### The metal 1 layer, run 1

The bar under the picture is 20 um long. Supply wires on this layer in gray.
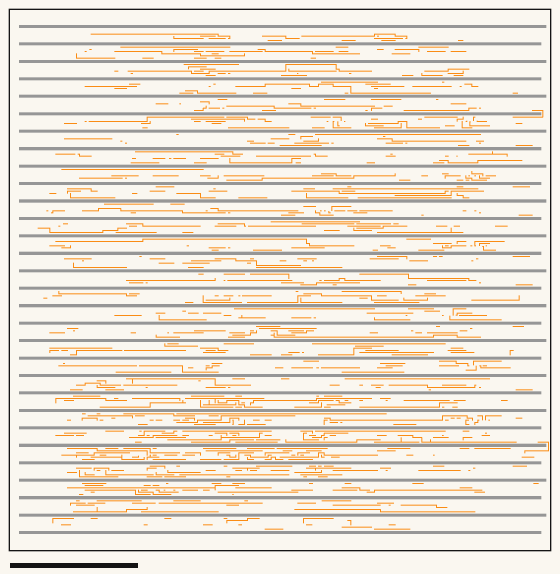
### Metal 2, run 1

The bar under the picture is 20 um long.
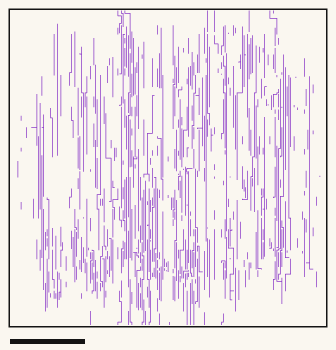
### Signal wires on met3, run 1

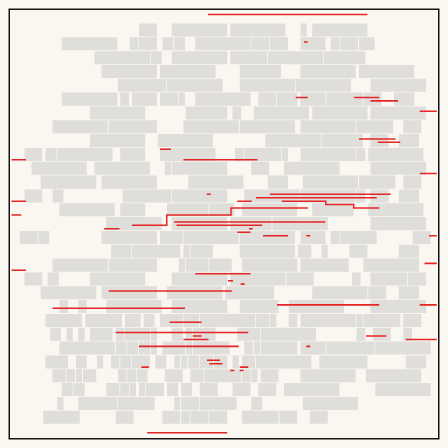
### M4 wires, run 1

The bar under the picture is 20 um long. Supply wires on this layer in gray.
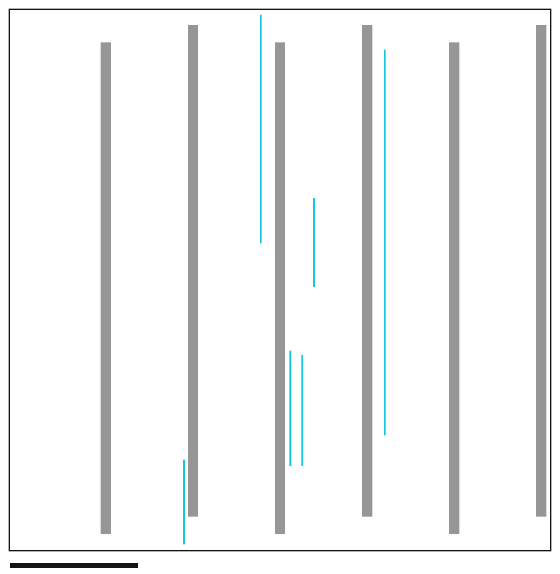
==> config.mk <==
export PLATFORM = sky130hd
export DESIGN_NAME = mem_array_clr
export DESIGN_NICKNAME = d
export VERILOG_FILES = /design/src/rtl/mem_array_clr.sv
export SDC_FILE = /design/constraint.sdc
export NUM_CORES = 1
export LEC_CHECK = 0
export CAP_MARGIN = 20
export CORE_UTILIZATION = 57
export CTS_CLUSTER_DIAMETER = 60
export DETAILED_ROUTE_END_ITERATION = 12
export GPL_TIMING_DRIVEN = 0
export PLACE_DENSITY = 0.79
export REMOVE_ABC_BUFFERS = 1
export SYNTH_ARGS = -nofsm -noshare
export SYNTH_HDL_FRONTEND = slang
export SYNTH_SLANG_ARGS = --single-unit
==> constraint.sdc <==
create_clock -name clk -period 2.15 [get_ports clk]
set_clock_uncertainty 0.05 [all_clocks]
set_input_delay 0.43 -clock clk [delete_from_list [all_inputs] [get_ports clk]]
set_output_delay 0.43 -clock clk [all_outputs]
set_load 0.02 [all_outputs]
==> results.toml, run 1 <==
# implementation run metrics
[yosys]
ys_sh_simple_pct = 7.31
top_cell = "edfxtp_1"
ff_type = "edfxtp_1"
enable_flop_cells = 80
synth.area.top_cells = "edfxtp_1 62%, dfxtp_1 7.8%, mux4_1 6.1%"
ys_ff = 95
ys_top_logic_family = "multiplexers"
xor_area_share_pct = 0
ys_top_cells_by_count = "80 x edfxtp_1, 15 x dfxtp_1, 11 x inv_1"
synth_seq_share_pct = 70.2
aoi_share_pct = 6.63
ys_cells = 225
synth.distinct_cells = 37
ys_sh_mux_pct = 12.6
yosysChipArea_mm2 = 0.00385

[worst_setup_path]
start_kind = "primary input"
cp-end-kind = "register"
ff2ff_setup_slack_ps = 200
r2r_cells = 3
critPathBufInv = 1
critical_path_class = "primary input to register"
arrival_ps = 2010
critPathMaxStageDelay_ps = 570
cp_top_family = "simple AND/OR/NAND/NOR gates"
cp_max_fo = 8

[clocking]
cts_buffers = 9
htreeDepth = 3
cts_hold_buf = 0
cts.path.max_buffers = 2
cts_tree = "yes"
clk-insertion-delay-late_ps = 350
cts.sinks = 95
clk_pin_slew_ps = 90

[grt]
busiest_layer = "met2"
grt_overflow = 0
grt_max_degree = 19
grt_pass1_wl_mm = 11.6
antenna_found_initial = 0

[placed_design]
globalplace.congestion = 0.857
pre_cts_ws_ps = -896
placed_cells = 327

[finish]
n_fill_cell = 418
non_clock_buffer_area_share_pct = 7.10
fin_cells = 343
final_nets = 284
comb_area_share_pct = 25.2
n_antenna_cell = 0
logic_gates = 111
largest_reg_flops = 80
drive_gt1_share_pct = 16.9
syn2layout_area_growth_pct = 16.7
n_all_inverters = 12
largest_class = "registers"
comb_area_mm2 = 0.00113
final-clk-cell-share_pct = 4.37
utilization_pct = 69.9
final_area_mm2 = 0.00449
seq_share_pct = 60.2

[routing]
drt_pass1_iterations = 5
top_layer = "met4"
met3_length_um = 426
post_drt_via_cell_ratio = 6.34
ant_nets = 0
wl_met1_mm = 3.02
initialDrtViolationCount = 244

[power]
p_clk_mw = 1.16
power_leader = "sequential cells"
p_leak_nw = 1.35
p_clk_share_pct = 34.3
total_power_mw = 3.39
p_sw_share_pct = 21.9
ir_drop_v = 0.000381
pwr-share-comb_pct = 5.7
switchingPower_uw = 740
pwr-share-seq_pct = 59.9
powerDensity_mw_per_mm2 = 754
p_int_mw = 2.65

[die]
core_area_mm2 = 0.00642
die_area_mm2 = 0.00708
num_rows = 29

[sta]
setup_violations = 0
slew_headroom_pct = 34.0
hold_ws_ps = 463
fmax_mhz = 484

[run_status]
status = "finished, final reports clean"

[job]
log.warning_count = 26
cap_violations = 0

[min_path]
hold_path_class = "register to register"
## Picture notes: 'The metal 1 layer'
nets with wire on the layer: 267
share of all routed wire: 41%
main direction: horizontal
longest straight run: 32.7 um
wire length on this layer: 3020 um
DRT Wirelength: 7.38 mm
via count: 2174
grt met1 use: 29.4%

## Picture notes: 'Metal 2'
main direction: vertical
nets with wire on the layer: 248
wire length on this layer: 3780 um
GR Util met2: 38.1%

## Picture notes: 'Signal wires on met3'
wire length on this layer: 426 um
longest straight run: 31.1 um
main direction: horizontal
nets with wire on the layer: 40
GRT met3 Usage: 3.24%

## Picture notes: 'M4 wires'
main direction: vertical
longest straight run: 59.8 um
wire length on this layer: 156 um

### Routing congestion map, run 1

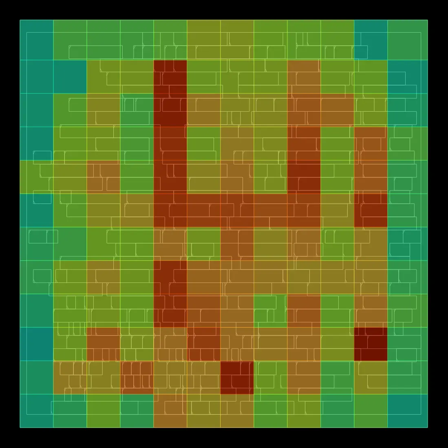

--- run 2 (diff from run 1) ---
- CORE_UTILIZATION: 57 -> 37
- PLACE_DENSITY: 0.79 -> not set
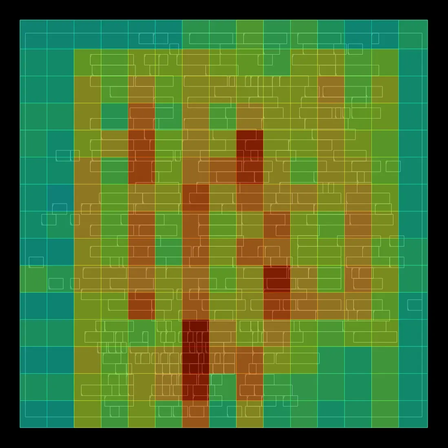
*Routing congestion map, run 2*
GR Util met2: 25.0%
GRT met3 Usage: 2.26%
GRT Max-Usage Layer: met2
grt met1 use: 18.9%
wire per inst: 18.6 um

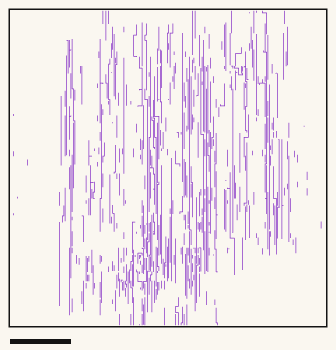
*Metal 2, run 2*
The bar under the picture is 20 um long.
nets with wire on the layer: 242
main direction: vertical
longest straight run: 59.8 um
share of all routed wire: 50%
wire length on this layer: 3770 um
DRT Wirelength: 7.49 mm
via count: 2141

==> run 2 against run 1 <==
Count of clock-buffer cells in the layout rose by 2. Area after synthesis did not move. Critical path depth did not move. First-iteration DRC count fell by 45%. Combinational power rose by 3%. Clock power rose by about 10%. Maximum frequency fell by 1.5%. Final area rose by 3.0%.
==> results.toml, run 2 <==
# implementation run metrics
[finish]
logic_gates = 111
seq_cells = 95
seqCellArea_mm2 = 0.00270
n_all_inverters = 12
comb_area_share_pct = 24.6
layout_top_cell = "edfxtp_1"
final_area_mm2 = 0.00462
seq_share_pct = 58.5
n_fill_cell = 847
utilization_pct = 46.7
final_nets = 287
n_clock_buffer = 11
largest_class = "registers"
layout_top_cells = "80 x edfxtp_1, 28 x clkdlybuf4s50_1, 14 x dfxtp_1, 11 x inv_1"
largest_reg_flops = 80
final-clk-cell-share_pct = 4.84
drive_gt1_share_pct = 17.5
comb_area_mm2 = 0.00114
n_antenna_cell = 0
fin_cells = 402
syn2layout_area_growth_pct = 20.2
num-nonclk-buffers = 35
non_clock_buffer_area_share_pct = 7.47

[yosys]
ys_cells = 225
fa_ha_area_share_pct = 0.650
ys_sh_simple_pct = 7.31
ys_top_cells_by_count = "80 x edfxtp_1, 15 x dfxtp_1, 11 x inv_1"
avgSynthCellArea_um2 = 17.1
aoi_share_pct = 6.63
top_cell = "edfxtp_1"
syn_area_mm2 = 0.00385
synthArstFlopShare_pct = 0
synth_cells = 225
synth.distinct_cells = 37
ys_ff = 95
ys_sh_mux_pct = 12.6
yosys_warnings = 0
xor_area_share_pct = 0
synth_seq_share_pct = 70.2
ys_top_logic_family = "multiplexers"
largest_area_cell = "edfxtp_1"
synth.area.top_cells = "edfxtp_1 62%, dfxtp_1 7.8%, mux4_1 6.1%"
ff_type = "edfxtp_1"
yosysChipArea_mm2 = 0.00385
synth_top_area_share_pct = 62.4
enable_flop_cells = 80

[die]
die_y_um = 104
ios = 32
core_area_mm2 = 0.00991
num_tap_cells = 133
num_rows = 36
die_w_um = 104
die_area_mm2 = 0.0108
initial_utilization_pct = 38.8

[placed_design]
globalplace.congestion = 0.815
port_buffers = 31
hpwlAfterDp_mm = 4.69
placed_cells = 382
pre_cts_ws_ps = -1010

[worst_setup_path]
start_kind = "primary input"
crit_slowest_cell = "or3b_2"
r2r_cells = 3
crit_chain = "clkdlybuf4s50_1, or3b_2, o22ai_2"
cp-end-kind = "register"
critical_path_cell_count = 3
arrival_ps = 2030
critPathMaxStageDelay_ps = 560
cp_max_fo = 8
cp_top_family = "simple AND/OR/NAND/NOR gates"
worstPathRequired_ps = 2090
critPathBufInv = 1
critical_path_class = "primary input to register"
ff2ff_setup_slack_ps = 230

[sta]
worst_pin_slew_ps = 981
finalHoldViolations = 0
fmax_mhz = 477
finalWorstSetupSlack_ps = 54.2
rsz0062_at_grt = "no"
hold_ws_ps = 467
setup_violations = 0
period_used_pct = 97.5
final_max_slew_viol_count = 0
slew_headroom_pct = 34.6
fin_tns_setup_ps = 0
layout_min_cycle_time_ps = 2100

[power]
powerDensity_mw_per_mm2 = 759
p_clk_mw = 1.28
p_leak_nw = 1.38
pwr-share-comb_pct = 5.7
p_int_mw = 2.80
p_clk_share_pct = 36.5
total_power_mw = 3.51
pg_comb_uw = 199
power_leader = "sequential cells"
pg_seq_mw = 2.03
p_sw_share_pct = 20.2
switchingPower_uw = 710
pwr-share-seq_pct = 57.8
ir_drop_v = 0.000271

[routing]
top_layer = "met4"
drc = 0
wl_met1_mm = 3.23
ant_nets = 0
dr_wl_met2_mm = 3.77
met3_length_um = 319
post_drt_via_cell_ratio = 5.33
drt_pass1_iterations = 5
initialDrtViolationCount = 135

[clocking]
clk_pin_slew_ps = 80
cts_hold_buf = 0
cts_root_buf = "clkbuf_8"
cts_resized = 15
cts_tree = "yes"
post_cts.repair.setup_buffers = 1
cts.path.max_buffers = 2
htreeDepth = 3
cts.sinks = 95
clk-insertion-delay-late_ps = 350
cts_buffers = 9

[job]
log.warning_count = 26
cap_violations = 0

[min_path]
hold-path-cell-count = 2
hold_path_class = "register to register"

[grt]
grt_pass1_wl_mm = 11.9
grt_overflow = 0
antenna_found_initial = 0
grt_max_degree = 25
grt_usage_pct = 14.9

[run_status]
status = "finished, final reports clean"
Power and IR drop assume default switching activity.
